===== src/rtl/fifo_gray_status_pkg.sv =====
// Purpose: shared Gray/binary helpers and FIFO geometry for the Gray-pointer status block.
// Latency: pure functions, no state.
// Backpressure: n/a.
package fifo_gray_pkg;

   // Widest pointer the helpers handle; callers zero-extend narrower pointers.
   localparam int unsigned MAX_W = 32;

   // Number of entries addressed by a pointer that carries one extra wrap bit.
   function automatic int unsigned fifo_depth(input int unsigned w);
      return 32'd1 << (w - 32'd1);
   endfunction

   // Binary to reflected Gray code.
   function automatic logic [MAX_W-1:0] bin2gray(input logic [MAX_W-1:0] b);
      return b ^ (b >> 1);
   endfunction

   // Reflected Gray code to binary; zero-extended inputs give zero-extended results.
   function automatic logic [MAX_W-1:0] gray2bin(input logic [MAX_W-1:0] g);
      logic [MAX_W-1:0] b;
      b[MAX_W-1] = g[MAX_W-1];
      for (int i = MAX_W - 2; i >= 0; i--) begin
         b[i] = b[i+1] ^ g[i];
      end
      return b;
   endfunction

   // True when at most one bit is set, i.e. a legal single Gray step (or no step).
   function automatic logic gray_step_ok(input logic [MAX_W-1:0] diff);
      return (diff & (diff - 32'd1)) == '0;
   endfunction

endpackage


===== src/rtl/fifo_gray_status_sync.sv =====
// Purpose: resettable flop chain carrying a Gray pointer into the opposite side's view.
// Latency: SYNC_STAGES cycles from d to q.
// Backpressure: none; samples every cycle.
module gray_sync #(
   parameter int unsigned width       = 10,
   parameter int unsigned SYNC_STAGES = 2
) (
   input  logic             CLK,
   input  logic             nRST,
   input  logic [width-1:0] d,
   output logic [width-1:0] q
);

   logic [SYNC_STAGES-1:0][width-1:0] stage;

   // Shift the pointer one stage per cycle; reset clears the whole chain at once.
   always_ff @(posedge CLK or negedge nRST) begin
      if (!nRST) begin
         stage <= '0;
      end else begin
         stage[0] <= d;
         for (int i = 1; i < int'(SYNC_STAGES); i++) begin
            stage[i] <= stage[i-1];
         end
      end
   end

   assign q = stage[SYNC_STAGES-1];

endmodule


===== src/rtl/fifo_gray_status.sv =====
// Purpose: full/empty/count/almostFull and sticky error flags for a Gray-pointer FIFO.
// Latency: push at T -> pop__RDY at T+1+SYNC_STAGES; pop at T -> push__RDY at T+1+SYNC_STAGES.
// Backpressure: push/pop only forwarded to the counters while the matching RDY is high.
module fifo_gray_status
   import fifo_gray_pkg::*;
#(
   parameter int unsigned width       = 10,
   parameter int unsigned SYNC_STAGES = 2,
   parameter int unsigned AF_MARGIN   = 4
) (
   input  logic             CLK,
   input  logic             nRST,
   input  logic             push__ENA,
   output logic             push__RDY,
   input  logic             pop__ENA,
   output logic             pop__RDY,
   output logic             wInc__ENA,
   output logic             rInc__ENA,
   input  logic [width-1:0] wGray,
   input  logic [width-1:0] rGray,
   output logic [width-1:0] count,
   output logic             almostFull,
   output logic             overflowErr,
   output logic             underflowErr,
   output logic             grayErr,
   input  logic             clearErr__ENA
);

   localparam int unsigned     DEPTH     = fifo_depth(width);
   localparam logic [width-1:0] AF_LEVEL  = width'(DEPTH - AF_MARGIN);
   // Full when the write pointer is exactly one lap ahead: top two Gray bits inverted.
   localparam logic [width-1:0] WRAP_FLIP = width'(3) << (width - 2);

   logic [width-1:0] r_sync;
   logic [width-1:0] w_sync;
   logic [width-1:0] w_prev;
   logic [width-1:0] r_prev;
   logic             full;
   logic             empty;
   logic             gray_bad;

   gray_sync #(.width(width), .SYNC_STAGES(SYNC_STAGES)) u_r_sync (
      .CLK  (CLK),
      .nRST (nRST),
      .d    (rGray),
      .q    (r_sync)
   );

   gray_sync #(.width(width), .SYNC_STAGES(SYNC_STAGES)) u_w_sync (
      .CLK  (CLK),
      .nRST (nRST),
      .d    (wGray),
      .q    (w_sync)
   );

   // Each side compares its own live pointer against the delayed opposite pointer,
   // so status can only be stale in the safe direction.
   assign full       = (wGray == (r_sync ^ WRAP_FLIP));
   assign empty      = (rGray == w_sync);
   assign push__RDY  = !full;
   assign pop__RDY   = !empty;
   assign wInc__ENA  = push__ENA && push__RDY;
   assign rInc__ENA  = pop__ENA && pop__RDY;

   // Occupancy as seen by the writer; wraps naturally modulo 2**width.
   assign count      = width'(gray2bin(MAX_W'(wGray)) - gray2bin(MAX_W'(r_sync)));
   assign almostFull = (count >= AF_LEVEL);

   assign gray_bad   = !gray_step_ok(MAX_W'(wGray ^ w_prev)) ||
                       !gray_step_ok(MAX_W'(rGray ^ r_prev));

   // Sticky error flags; a fresh error in the same cycle beats a clear request.
   always_ff @(posedge CLK or negedge nRST) begin
      if (!nRST) begin
         overflowErr  <= 1'b0;
         underflowErr <= 1'b0;
         grayErr      <= 1'b0;
      end else begin
         if (push__ENA && !push__RDY) begin
            overflowErr <= 1'b1;
         end else if (clearErr__ENA) begin
            overflowErr <= 1'b0;
         end
         if (pop__ENA && !pop__RDY) begin
            underflowErr <= 1'b1;
         end else if (clearErr__ENA) begin
            underflowErr <= 1'b0;
         end
         if (gray_bad) begin
            grayErr <= 1'b1;
         end else if (clearErr__ENA) begin
            grayErr <= 1'b0;
         end
      end
   end

   // Remember last cycle's pointers so multi-bit jumps can be spotted.
   always_ff @(posedge CLK or negedge nRST) begin
      if (!nRST) begin
         w_prev <= '0;
         r_prev <= '0;
      end else begin
         w_prev <= wGray;
         r_prev <= rGray;
      end
   end

endmodule

===== config.mk =====
export PLATFORM = sky130hd
export DESIGN_NAME = fifo_gray_status
export DESIGN_NICKNAME = d
export VERILOG_FILES = /design/src/rtl/fifo_gray_status_pkg.sv /design/src/rtl/fifo_gray_status_sync.sv /design/src/rtl/fifo_gray_status.sv
export SDC_FILE = /design/constraint.sdc
export NUM_CORES = 1
export LEC_CHECK = 0
export ABC_AREA = 1
export CAP_MARGIN = 25
export CORE_MARGIN = 1.5
export CORE_UTILIZATION = 30
export DETAILED_ROUTE_END_ITERATION = 8
export GPL_ROUTABILITY_DRIVEN = 1
export PLACE_DENSITY_LB_ADDON = 0.2
export SYNTH_ARGS = -nofsm -noshare
export SYNTH_HDL_FRONTEND = slang
export SYNTH_SLANG_ARGS = --single-unit

===== constraint.sdc =====
create_clock -name CLK -period 3.65 [get_ports CLK]
set_input_delay 0.5475 -clock CLK [delete_from_list [all_inputs] [get_ports CLK]]
set_output_delay 0.5475 -clock CLK [all_outputs]
set_load 0.005 [all_outputs]

Fig. 1: run 1, the metal 1 layer
Supply wires on this layer in grey.
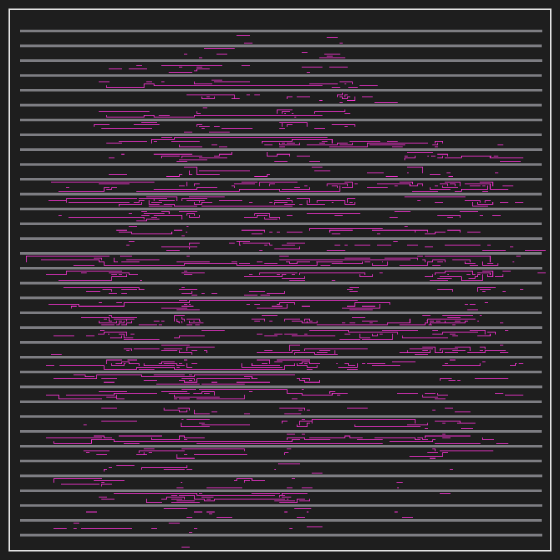
The wires run mostly horizontal. The longest straight run is 34.0 µm. 445 nets have wire on it.
vias post-DR: 2480
grt met1 use: 16.70%

Fig. 2: run 1, floorplan with the power grid
Pins as bars on the die edge.
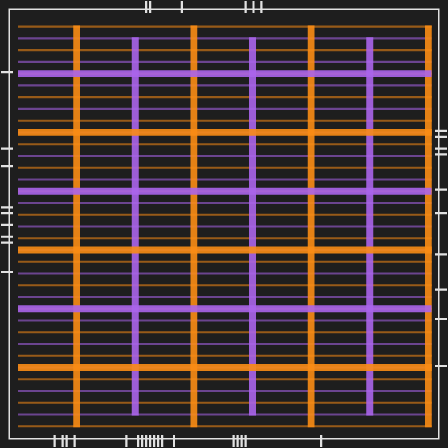
VDD: shown in purple. VSS: shown in orange.
43 signal pins sit on the boundary. 35 met1 rails follow the rows. The core has 34 rows.
core area: 8848 µm²
Die Span Y: 99.05 µm

Fig. 3: run 1, gate-type map
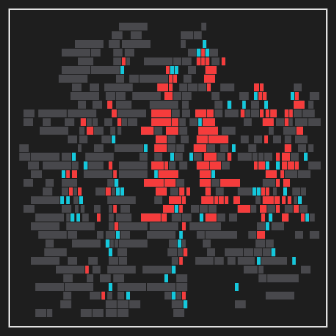
NAND gates: shown in red, cells 120. inverters: shown in cyan, cells 57.
combinational share of cell area: 40.03%
most frequent logic cell in the layout: buf_4
Finished Layout Cells: 563

==> flow_summary.ini, run 1 <==
; physical design summary
[run_status]
status = complete, but fails checks
violations = negative setup slack

[floorplan]
die_width_um = 99.05
die-area_um2 = 9811

[critical_path]
critPathBufInv = 3
critPathMaxFanout = 4
critical_path_class = reg -> out
cp-startpoint = u_r_sync.q[9]
r2r_cells = 12
critical_path.top_delay_family = simple AND/OR/NAND/NOR gates
critPathSlowestCell = dfrtp_1

[global_routing]
grt_pass1_wl_um = 10750
grt_pass1_vias = 2446
top_usage_layer = met2
groute.layer.met3.usage_pct = 1.348
grt_antenna_before_repair = 0

[timing]
finalSetupViolCount = 8
setup_slack_ps = -512.4
rsz0062_at_grt = yes
fin_tns_setup_ps = -2693
fin_crit_sh_pct = 114.0
slew_violations = 0
tightest_slew_ps = 614.2
slew_headroom_pct = 58.00
whs_ps = 34.88

[power]
power_density_nw_per_um2 = 393.6
combPwrFrac_pct = 51.1
net-switching-power_mw = 0.5603
internal_power_mw = 1.097
totalPowerFinal_mw = 1.657
power.leakage_nw = 2.112
p_seq_share_pct = 31.1
pwr-share-clk_pct = 17.8
peakVddDrop_uv = 201.2
top_power_group = combinational cells
p_clk_mw = 0.296

[logic_synthesis]
synth_top_cell_by_area = dfrtp_1
syn-cell-area_um2 = 2768
ys_cells = 326
yosys_area_um2 = 2768
synth_cells = 326
numSynthFlops = 43
syn-mean-instance-area_um2 = 8.490
fp_nets = 360

[drt]
wl_per_cell_um = 11.44
drtIter0Drc = 49

[clock_network]
cts_tree = built
cts_made_buffers = 5

[finish]
syn_to_final_growth_pct = 52.12
final_util_pct = 47.58
## run 1: logic make-up (layout without fill, tap and decap cells)
kind of cell / Yosys count / after routing / synth area share [%]
flops: 43 / 43 / 38.88
compound gates: 36 / 36 / 8.228
xor+xnor: 35 / 35 / 12.57
buf+inv: 57 / 186 / 7.731
simple gates: 146 / 146 / 28.25
fa+ha+maj: 9 / 9 / 4.340
## run 1: Yosys cell counts, drive strengths merged
cell type  count
a21oi         10
or2            4
nand3b         3
and2           1
o21ai          7
xor2          17
nor2          17
a211oi         2
nand2         77
dfrtp         43
ha             8
nand3         38
nor3b          2
a21o           1
o2111ai        3
fa             1
a31oi          2
inv           57
a221oi         2
xnor2         18
o22ai          5
a2111oi        2
nand4          2
nor4           2
o21bai         2
## run 1: cell type report
class / instances / area, µm² / area share [%]
flip-flops and latches: 43 / 1076 / 25.56
clock buffers: 5 / 68.82 / 1.634
inverters: 57 / 214.0 / 5.082
clock inverters: 3 / 20.02 / 0.4755
well taps: 108 / 135.1 / 3.210
multi-input cells: 226 / 1685 / 40.03
repair buffers: 121 / 1011 / 24.01
## run 1: repair_timing
| action | 4_1_cts | 5_1_grt |
|---|---|---|
| buffers inserted | 17 | 4 |
| hold buffers | 0 | 0 |
| pin swaps | 36 | 23 |
| endpoints found under the hold margin | 0 | 0 |
| setup endpoints to repair | 11 | 11 |
| resized | 79 | 12 |
## run 1: worst register-to-register path, stage by stage, from the launching register on
cell	delay, ps
dfrtp_1	400
xnor2_1	210
inv_1	80
nor2_1	130
inv_1	70
nor2_1	80
nand2_1	80
nor2_1	170
nand3_1	110
o21ai_0	140
o21ai_0	100
nor3b_1	210
nand4_1	120
## run 1: layer usage
layer,vias up,wire [µm]
met1,1132,2889
met2,32,3315
met3,9,151
li1,1307,-
met4,0,86
met5,-,0
Fig. 4: run 1, clock wiring as the flow saved it
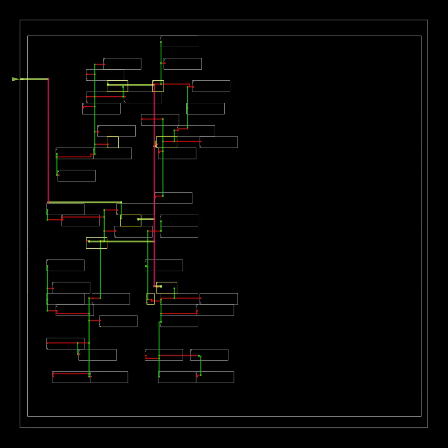

==> run 2: changes to the inputs <==
--- a/config.mk
+++ b/config.mk
@@ -12,6 +12,8 @@
 export DETAILED_ROUTE_END_ITERATION = 8
 export GPL_ROUTABILITY_DRIVEN = 1
 export PLACE_DENSITY_LB_ADDON = 0.2
+export SETUP_SLACK_MARGIN = 0.4
 export SYNTH_ARGS = -nofsm -noshare
 export SYNTH_HDL_FRONTEND = slang
+export SYNTH_HIERARCHICAL = 1
 export SYNTH_SLANG_ARGS = --single-unit
Fig. 5: run 2, clock wiring as the flow saved it
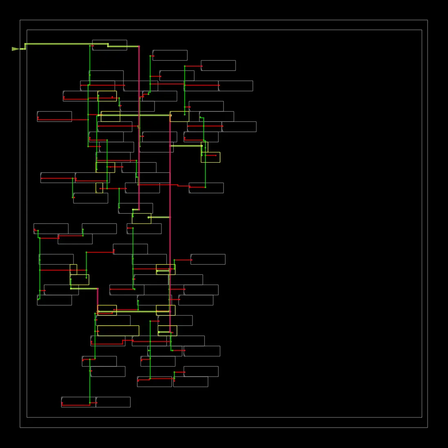
# clk buffers: 11
clk sinks: 63

Fig. 6: run 2, gate-type map
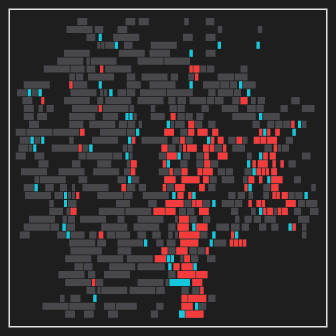
combinational share of cell area: 33.86%
Finished Layout Cells: 633

==> flow_summary.ini, run 2 <==
; physical design summary
[drt]
via_count = 2686
wl_per_cell_um = 11.92
drtIter0Drc = 78
wl_met1_um = 3458
highest_layer = met4

[logic_synthesis]
synth-edff-count = 0
ys_cells = 370
numSynthFlops = 63
syn-mean-instance-area_um2 = 9.059
fp_nets = 404
yosys_area_um2 = 3352
top_cell = dfrtp_1
ys.flop_type = dfrtp_1
synth_top_cell_by_area = dfrtp_1
synth_cells = 370

[timing]
slew_violations = 0
tightest_slew_ps = 468.8
setup_slack_ps = -487.2
finalSetupViolCount = 9
fin_crit_sh_pct = 113.3
rsz0062_at_grt = yes
slew_headroom_pct = 68.74

[critical_path]
r2r_cells = 12
cp-startpoint = u_r_sync/q[8]
critPathBufInv = 12
critPathSlowestCell = dfrtp_1

[floorplan]
die-area_um2 = 11820
die_width_um = 108.7
die_y_um = 108.7

[run_status]
violations = negative setup slack
status = complete, but fails checks

[power]
power_density_nw_per_um2 = 438.6
peakVddDrop_uv = 212.8
internal_power_mw = 1.507
net-switching-power_mw = 0.6422
p_clk_mw = 0.595
top_power_group = combinational cells

[clock_network]
cts_tree = built
cts_hold_buf = 0
cts_made_buffers = 9

[finish]
comb_area_um2 = 1659
layout_top_cell = buf_4
register_area_um2 = 1578
syn_to_final_growth_pct = 46.17

[global_routing]
grt_antenna_before_repair = 0
grt_pass1_wl_um = 12660
[run 2: cell count changes after synthesis, sizes merged, moves of 3 or more]
cell   before  now
nor2       17   26
o31ai       0    3
nand3      38   34
buf         0   20
dfrtp      43   63
nor3        0    4
o22ai       5    2
nand4       2    5
o21ai       7    4
[run 2: final cells by class]
| class | count | share of cell area (%) |
|---|---|---|
| Multi-Input combinational cell | 228 | 33.86 |
| Inverter | 59 | 4.903 |
| Timing Repair Buffer | 128 | 21.45 |
| Sequential cell | 63 | 32.20 |
| Clock buffer | 11 | 3.090 |
| Clock inverter | 4 | 0.9193 |
| Tap cell | 140 | 3.575 |
[run 2: through the flow]
step                      TNS (ps)  worst slack (ps)  power, mW  util, %  hold WS (ps)
after detailed placement    -10520             -1278      1.500    40.08         334.7
after global routing         -4685            -688.4      2.302    45.00         63.77
after CTS                    -2985            -471.4      2.161    44.59         70.42
after global placement       -9628             -1201      1.488    39.90         332.3
final                        -2871            -487.2      2.149    45.00         77.84
after floorplan                  0             54.64      1.113        -         251.9
[run 2: logic make-up (layout without fill, tap and decap cells)]
family	after synthesis	after routing	share of synthesized area, %
XOR/XNOR	35	35	10.04
buffers and inverters	79	202	11.09
adder cells (fa/ha/maj)	9	9	3.584
AND-OR/OR-AND	30	30	5.973
flip-flops	63	63	47.03
AND/OR/NAND/NOR	154	154	22.28
[run 2: per-layer routing]
layer | up-vias | track usage [%]
met2 | 43 | 23.54
met1 | 1244 | 17.29
met3 | 12 | 2.989
li1 | 1387 | -
met5 | - | 0
met4 | 0 | 5.451
[run 2: what timing repair did]
item,in CTS,in global routing
gates cloned,0,0
setup endpoints to repair,15,12
pin swaps,35,24
gates resized,88,15
buffers inserted,20,2
Fig. 7: run 2, pin placement
Pins as bars across the die edge, other pins in grey.
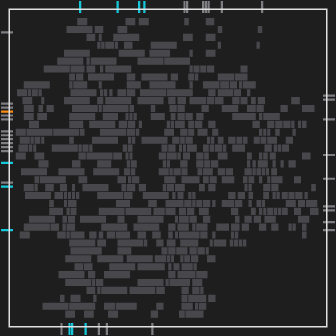

==> run 3: changes to the inputs <==
--- a/config.mk
+++ b/config.mk
@@ -13,6 +13,7 @@
 export GPL_ROUTABILITY_DRIVEN = 1
 export PLACE_DENSITY_LB_ADDON = 0.2
 export SETUP_SLACK_MARGIN = 0.4
+export SLEW_MARGIN = 15
 export SYNTH_ARGS = -nofsm -noshare
 export SYNTH_HDL_FRONTEND = slang
 export SYNTH_HIERARCHICAL = 1
Fig. 8: run 3, pin placement
Pins as bars across the die edge, other pins in grey.
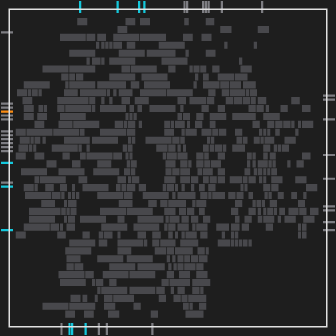
rGray: shown in cyan, pins 10, direction input, edge 4 north, 3 west, 3 south. underflowErr: shown in orange, pins 1, direction output, edge west.
All pins by edge: 16 west, 11 north, 9 east, 7 south.
Die W: 108.7 µm
Die Span Y: 108.7 µm
IO Port Bufs: 42

==> flow_summary.ini, run 3 <==
; physical design summary
[finish]
syn_to_final_growth_pct = 47.70
final_util_pct = 45.47
stdcell_count = 631

[logic_synthesis]
ys.flop_type = dfrtp_1
adder_share_pct = 3.583
synthAoiAreaFrac_pct = 5.972
logic_family = simple AND/OR/NAND/NOR gates
synth-edff-count = 0
netlist_top_cells_count = 63 x dfrtp_1, 60 x nand2_1, 59 x inv_1
synth.cellmix.xorXnorShare_pct = 10.04
ys_sh_mux_pct = 0
synth_cells = 370
top_cell = dfrtp_1
syn-mean-instance-area_um2 = 9.059
ys_sh_simple_pct = 22.28
synth_top_cell_by_area = dfrtp_1
syn-cell-area_um2 = 3352

[power]
power.leakage_nw = 2.432

[run_status]
status = complete, but fails checks
violations = negative setup slack

[global_routing]
grt_pass1_wl_um = 12240
grt_pass1_vias = 2636

[clock_network]
cts_tree = built
clock-sinks = 63
cts_made_buffers = 9
cts_hold_buf = 0
post_cts_resized = 81

[drt]
drtIter0Drc = 41
via_count = 2690
wl_per_cell_um = 11.70

[timing]
finalSetupViolCount = 9
rsz0062_at_grt = yes
setup_slack_ps = -462.4

[critical_path]
critical_path.top_delay_family = simple AND/OR/NAND/NOR gates
critPathMaxFanout = 4
cp-startpoint = u_r_sync/q[8]
r2r_cells = 12
critical_path_class = reg -> out

[place]
dp_slack_ps = -1286
Fig. 9: run 3, floorplan with the power grid
Pins as bars on the die edge.
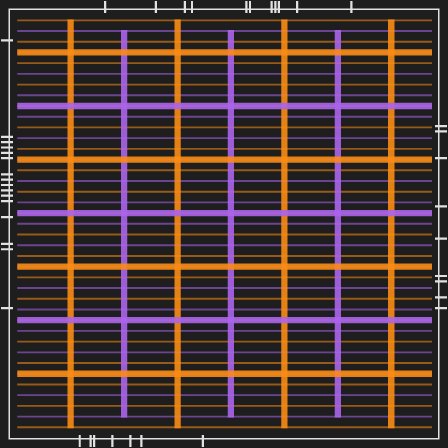
Peak VDD IR: 330.0 µV
core area: 10890 µm²

run 3: cell counts after synthesis:
Identical to the previous run, type by type.
run 3: power by group:
part / leakage, nW / total (mW) / internal [mW] / switching, mW
logic: 1.59 / 0.831 / 0.453 / 0.377
clock network: 0.102 / 0.644 / 0.382 / 0.262
registers: 0.735 / 0.749 / 0.732 / 0.0170
total: 2.43 / 2.22 / 1.57 / 0.656
run 3: logic make-up after synthesis:
logic type               after synthesis
AND/OR/NAND/NOR                      154
buffers and inverters                 79
flip-flops                            63
XOR/XNOR                              35
AND-OR/OR-AND                         30
adder cells (fa/ha/maj)                9
run 3: how the worst min path moves through the flow:
stage                            from  cells past startpoint  slack (ps)             to
floorplan                        nRST                      0         250        grayErr
global placement    u_w_sync/stage[5]                      0         330  u_w_sync/q[5]
detailed placement  u_w_sync/stage[9]                      0         330  u_w_sync/q[9]
CTS                              nRST                      1         260  u_r_sync/q[1]
global route                     nRST                      1         270  u_r_sync/q[1]
finish                           nRST                      1         240  u_r_sync/q[1]
run 3: worst reg2reg max path, stage by stage, from the launching register on:
cell and delay [ps]:
dfrtp_1 380, xnor2_1 150, inv_1 70, nor2_1 120, nand2_1 90, nor2_1 210, nand2_1 100, nor2_1 160
nor2_1 50, a2111oi_0 350, nand4_1 140, nor2_1 130, o21ai_0 90
run 3: area by class of cell:
type / count / area [µm²]
fillers: 1039 / 5937
multi-input cells: 228 / 1672
flip-flops and latches: 63 / 1578
repair buffers: 125 / 1074
inverters: 59 / 240.2
well taps: 140 / 175.2
clock buffers: 10 / 127.6
clock inverters: 6 / 85.08
run 3: routing by layer:
layer | global-route usage (%) | share of wire, %
met1 | 17.26 | 46
met2 | 22.64 | 50
met3 | 3.108 | 2.6
met4 | 4.229 | 1.5
met5 | 0 | 0
No activity file was given, so power comes from the tool's default toggle rates.
